--- src/rtl/conv_accum.sv ---
// conv_accum: sums TAPS products, adds bias, rounds, shifts and saturates to int8.
// Optional macro RELU_EN clamps negative activations to zero.
module conv_accum #(
    parameter int TAPS   = 9,
    parameter int PROD_W = 16,
    parameter int BIAS_W = 16,
    parameter int ACC_W  = 24,
    parameter int SHIFT  = 7
) (
    input  logic                      clk,
    input  logic                      reset,
    input  logic                      clear,
    input  logic                      prod_valid,
    input  logic signed [PROD_W-1:0]  prod,
    output logic                      in_ready,
    input  logic signed [BIAS_W-1:0]  bias,
    output logic                      out_valid,
    output logic [7:0]                out_data,
    input  logic                      out_ready,
    output logic [$clog2(TAPS)-1:0]   tap_cnt
);

    localparam int TW = $clog2(TAPS);

    localparam logic [1:0] ACCUM = 2'd0;
    localparam logic [1:0] BIAS  = 2'd1;
    localparam logic [1:0] SCALE = 2'd2;
    localparam logic [1:0] OUT   = 2'd3;

    localparam int RNDI = 1 << (SHIFT - 1);
    localparam logic signed [ACC_W:0] RND  = (ACC_W+1)'(RNDI);
    localparam logic signed [ACC_W:0] MAXV = (ACC_W+1)'(127);
    localparam logic signed [ACC_W:0] MINV = -(ACC_W+1)'(128);

    logic [1:0]              state;
    logic signed [ACC_W-1:0] acc;
    logic signed [ACC_W-1:0] prod_x;
    logic signed [ACC_W-1:0] bias_x;
    logic signed [ACC_W:0]   rsum;
    logic signed [ACC_W:0]   r;
    logic [7:0]              sat;
    logic                    accept;
    logic                    last;

    assign in_ready = (state == ACCUM);
    assign accept   = prod_valid && in_ready;
    assign last     = (tap_cnt == TW'(TAPS - 1));

    assign prod_x = {{(ACC_W-PROD_W){prod[PROD_W-1]}}, prod};
    assign bias_x = {{(ACC_W-BIAS_W){bias[BIAS_W-1]}}, bias};

    // One extra bit keeps the rounding add from wrapping near full scale
    assign rsum = {acc[ACC_W-1], acc} + RND;
    assign r    = rsum >>> SHIFT;

    always_comb begin
        sat = r[7:0];
`ifdef RELU_EN
        if (r[ACC_W])
            sat = 8'h00;
        else if (r > MAXV)
            sat = 8'h7f;
`else
        if (r > MAXV)
            sat = 8'h7f;
        else if (r < MINV)
            sat = 8'h80;
`endif
    end

    always_ff @(posedge clk or negedge reset) begin
        if (!reset) begin
            state     <= ACCUM;
            acc       <= '0;
            tap_cnt   <= '0;
            out_valid <= 1'b0;
            out_data  <= '0;
        end else if (clear) begin
            state     <= ACCUM;
            acc       <= '0;
            tap_cnt   <= '0;
            out_valid <= 1'b0;
        end else begin
            case (state)
                ACCUM: begin
                    if (accept) begin
                        acc <= acc + prod_x;
                        if (last) begin
                            tap_cnt <= '0;
                            state   <= BIAS;
                        end else begin
                            tap_cnt <= tap_cnt + 1'b1;
                        end
                    end
                end
                BIAS: begin
                    acc   <= acc + bias_x;
                    state <= SCALE;
                end
                SCALE: begin
                    out_data  <= sat;
                    out_valid <= 1'b1;
                    state     <= OUT;
                end
                OUT: begin
                    if (out_ready) begin
                        out_valid <= 1'b0;
                        acc       <= '0;
                        state     <= ACCUM;
                    end
                end
                default: state <= ACCUM;
            endcase
        end
    end

endmodule

--- config.mk ---
export PLATFORM = sky130hd
export DESIGN_NAME = conv_accum
export DESIGN_NICKNAME = d
export VERILOG_FILES = /design/src/rtl/conv_accum.sv
export SDC_FILE = /design/constraint.sdc
export NUM_CORES = 1
export LEC_CHECK = 0
export CAP_MARGIN = 5
export CORE_MARGIN = 2
export CORE_UTILIZATION = 30
export DETAILED_ROUTE_END_ITERATION = 8
export GPL_TIMING_DRIVEN = 0
export PLACE_DENSITY = 0.55
export SYNTH_ARGS = -nofsm -noshare
export SYNTH_HDL_FRONTEND = slang
export SYNTH_SLANG_ARGS = --single-unit
--- constraint.sdc ---
create_clock -name clk -period 8.54 [get_ports clk]
set_input_delay 1.281 -clock clk [delete_from_list [all_inputs] [get_ports clk]]
set_output_delay 1.281 -clock clk [all_outputs]
set_load 0.01 [all_outputs]
==> reports/qor.yml <==
status:
  status: "finished clean"
clock_tree:
  cts_tree: "built"
  htree_levels: 2
  cts_resized: 0
  clk_path_buf_depth: 2
  cts_setup_buffers: 0
  clock_sinks: 39
  postCtsHoldBufs: 0
  cts_made_buffers: 5
  root_buffer: "clkbuf_16"
  cts.clk_slew.worst_paths_ps: 50
  clk_latency_ps: 280
logic_synthesis:
  simple_gate_share: 0.183
  postSynthSeqShare: 0.271
  netlist-cell-type-count: 58
  postSynthAreaPerCell_sq_um: 8.61
  synthFlopType: "dfrtp_1"
  edf_count: 0
  ys_sh_xor: 0.0682
  synthMuxAreaShare: 0.0581
  netlist_area_sq_um: 3600
  async_reset_ff_frac: 1.00
  synthesis.nets: 486
  adder_share: 0.110
  ys_sh_aoi: 0.274
  netlist_instances: 418
  ys_warn_count: 0
  ys_ff: 39
  synthTopLogicFamily: "AND-OR/OR-AND gates"
  ys_chip_area_sq_um: 3600
  yosys_cells: 418
global_routing:
  grt_pass1_vias: 3098
  antenna_found_initial: 0
  grt_max_degree: 23
  grt_pass1_wl_um: 15200
  grt-ovfl-total: 0
drt:
  wl_um: 9120
  wl_per_cell_um: 14.7
  drt.antenna.violating_nets: 0
  drc: 0
  detail_route.vias_per_cell: 5.26
  vias: 3258
  initialDrtViolationCount: 140
  drt_first_pass_iters: 4
critical_path:
  path_max_fanout: 4
  worstReg2RegEnd: "acc[20]"
  r2r_start: "state[1]"
  cp_data_arrival_time_ps: 4080
  r2r_cells: 13
  critPathRequiredTime_ps: 8740
  cp-end-kind: "register"
  critPathLaunchType: "primary input"
  rrSetupSlack_ps: 4740
  crit_type: "in -> reg"
timing:
  setup_viol: 0
  finalCriticalPeriod_ps: 3880
  fin_setup_tns_ps: 0
  setup_slack_ps: 4660
  hold_viol: 0
  skew_ps: 7.27
  fmax_ghz: 0.257
  fin_crit_sh: 0.455
  hold_ws_ps: 484
  slew_headroom: 0.623
  rsz0062_at_grt: "false"
  tightest_slew_ps: 564
  maxSlewViolCount: 0
floorplanning:
  io_pins: 51
  chip_area_sq_um: 12900
  initial_utilization: 0.311
run:
  maxCapViolations: 0
  warning_count: 30
cells_and_area:
  drive_gt1_frac: 0.109
  diodes: 0
  lay_top_count: "nand2_1"
  final_nets: 544
  fillers: 1194
  layout.cells.most_common_list: "50 x nand2_1, 49 x clkdlybuf4s50_1, 39 x dfrtp_1"
  area_growth_pct: 23.8
power:
  powerDensity_nw_per_um2: 246
  p_leak_nw: 1.85
min_path:
  hold_depth: 2
  worstHoldStart: "out_data[7]"
  hold_path_class: "reg -> reg"
  hold_path_end: "out_data[7]"
place:
  io_buffers: 50
  place_congestion: 0.868
  place_ws_ps: 4360
  dp_hpwl_um: 7350
==> per-layer routing <==
layer  track usage  vias up  part of all wire
li1              -     1652                 -
met1         0.204     1534              0.51
met2         0.240       63              0.45
met3        0.0165        9             0.027
met4        0.0374        0             0.015
met5             0        -                 0
==> how the worst max path moves through the flow <==
stage,cells past startpoint,endpoint,from
after detailed placement,11,acc[23],bias[15]
after CTS,11,acc[23],bias[15]
after global placement,11,acc[23],bias[15]
after global routing,13,acc[16],state[1]
after floorplan,10,acc[23],bias[15]
final,12,acc[20],bias[0]
==> sequential cells by signal, summed over array words and instances, names as in the netlist <==
name and count:
out_valid 1, out_data 8, acc 24, tap_cnt 4, state 2
==> power breakdown <==
part	internal, mW	switching, mW
logic	0.263	0.318
registers	0.239	0.0653
clock network	0.136	0.0752
total	0.639	0.459
==> cell usage after synthesis (all sizes together) (2+ instances only) <==
master / number / area (sq um)
clkbuf: 5 / 18.8
and3: 5 / 31.3
nand3b: 2 / 15.0
and4: 2 / 20.0
o211ai: 6 / 45.0
nand2: 50 / 188
nand4: 4 / 52.6
nor2: 28 / 108
a2111oi: 2 / 55.1
a211o: 2 / 17.5
buf: 10 / 58.8
nor2b: 4 / 25.0
and2: 3 / 18.8
a211oi: 11 / 110
inv: 13 / 48.8
a21oi: 31 / 159
a22o: 4 / 35.0
o21bai: 4 / 30.0
xnor2: 12 / 105
mux2i: 4 / 40.0
o21a: 4 / 30.0
o31ai: 3 / 22.5
a31oi: 12 / 90.1
mux2: 15 / 169
dfrtp: 39 / 976
ha: 30 / 375
nand2b: 4 / 25.0
a21o: 11 / 82.6
nor4: 2 / 27.5
xor2: 16 / 140
nand3: 14 / 70.1
o21ai: 47 / 239
nor3: 8 / 45.0
==> per-stage QoR <==
| step | area [sq um] | util | cells | power (mW) |
|---|---|---|---|---|
| 6_report | 4450 | 0.385 | 619 | 1.10 |
| 5_1_grt | 4450 | 0.385 | 619 | 1.19 |
| 4_1_cts | 4450 | 0.385 | 619 | 1.11 |
| 3_5_place_dp | 4290 | 0.371 | 612 | 0.889 |
| 3_3_place_gp | 4280 | 0.370 | 611 | 0.882 |
| 2_1_floorplan | 3600 | - | 418 | 0.719 |
==> critical path: stages <==
cell	delay, ps
clkdlybuf4s50_1	450
mux2_2	140
ha_1	190
inv_1	60
fa_1	400
nor2b_1	220
o31ai_1	120
a21oi_1	380
nand2_1	170
a21o_1	220
o32a_1	300
a31oi_1	130
==> cell type report <==
type,instances,area (sq um),share of cell area
Clock inverter,2,37.5,0.00843
Inverter,13,48.8,0.0110
Buffer,15,77.6,0.0174
Timing Repair Buffer,51,515,0.116
Sequential cell,39,976,0.219
Clock buffer,5,125,0.0281
Tap cell,143,179,0.0402
Multi-Input combinational cell,351,2490,0.560
==> cells by family (layout without fill, tap and decap cells) <==
group	Yosys count	count (layout)
AND/OR/NAND/NOR	130	130
adder cells (fa/ha/maj)	31	31
multiplexers	19	19
flip-flops	39	39
buffers and inverters	28	86
AND-OR/OR-AND	143	143
XOR/XNOR	28	28
**Routed clock nets over the placement**

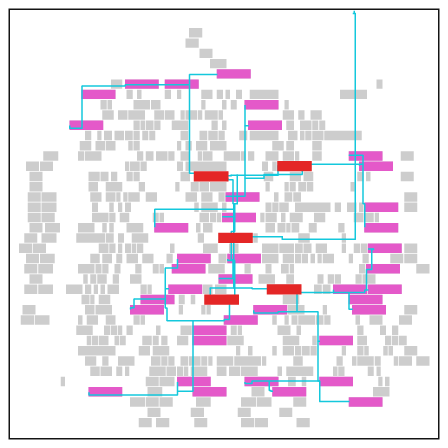
legend:
  red:
    item: clock-net drivers
    count: 5
  magenta:
    item: flip-flops
    count: 39
  cyan:
    item: clock wires
    length: 647 um
routed clock nets: 6

**Placement by cell class**

Bar = 20 um.
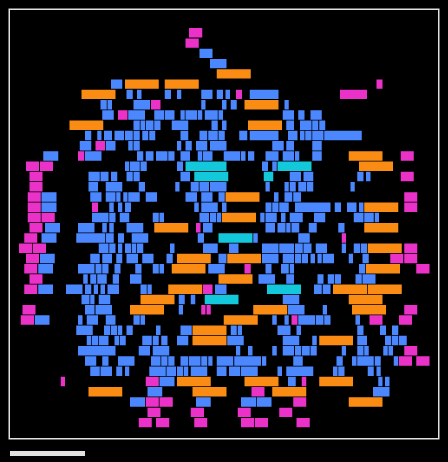
legend:
  cyan:
    class: clock drivers and dummy loads
    cells: 7
  blue:
    class: remaining logic cells
    cells: 364
  magenta:
    class: remaining buffers and delay cells
    cells: 66
  orange:
    class: registers
    cells: 39
sequential share of cell area: 0.219
Core Rows: 39
final instance area: 4450 sq um
Final Util: 0.385
Core ar.: 11,600 sq um

**Routing congestion**

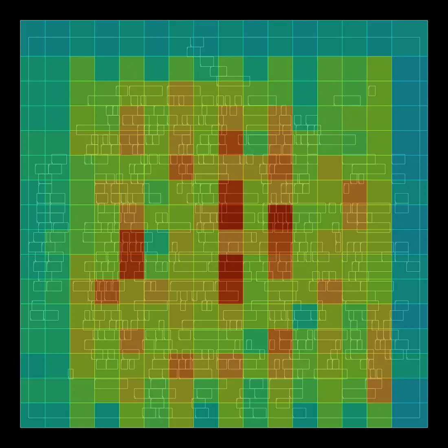
M3 GR Usage: 0.0165
total track usage: 0.146
grt met2 use: 0.240

**Power grid**

Pins as bars on the die edge. Tap cells in grey.
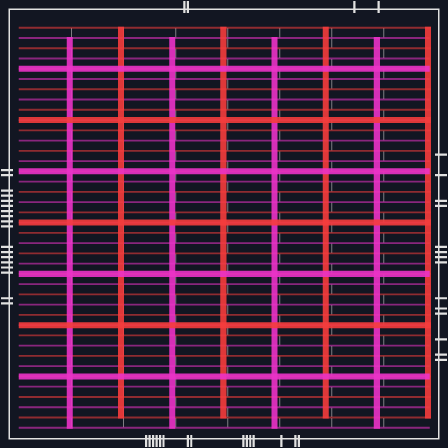
legend:
  magenta:
    net: VSS
  red:
    net: VDD
rows: 39
met5 straps: 7
tap cells: 143
Die H: 114 um
DIE WIDTH: 114 um
peak supply drop: 0.0996 mV

**Sequential cells grouped by signal name**

Other sequential cells in the stronger grey, the rest of the logic in the fainter grey.
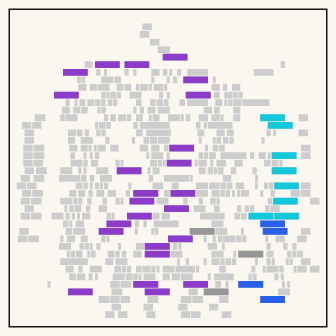
legend:
  cyan:
    name_in_the_netlist: out_data
    flops: 8
    where: middle right
  purple:
    name_in_the_netlist: acc
    flops: 24
  blue:
    name_in_the_netlist: tap_cnt
    flops: 4
    where: lower right
not coloured: 3

Power figures rest on the tool's default switching activity, not on a simulated workload.
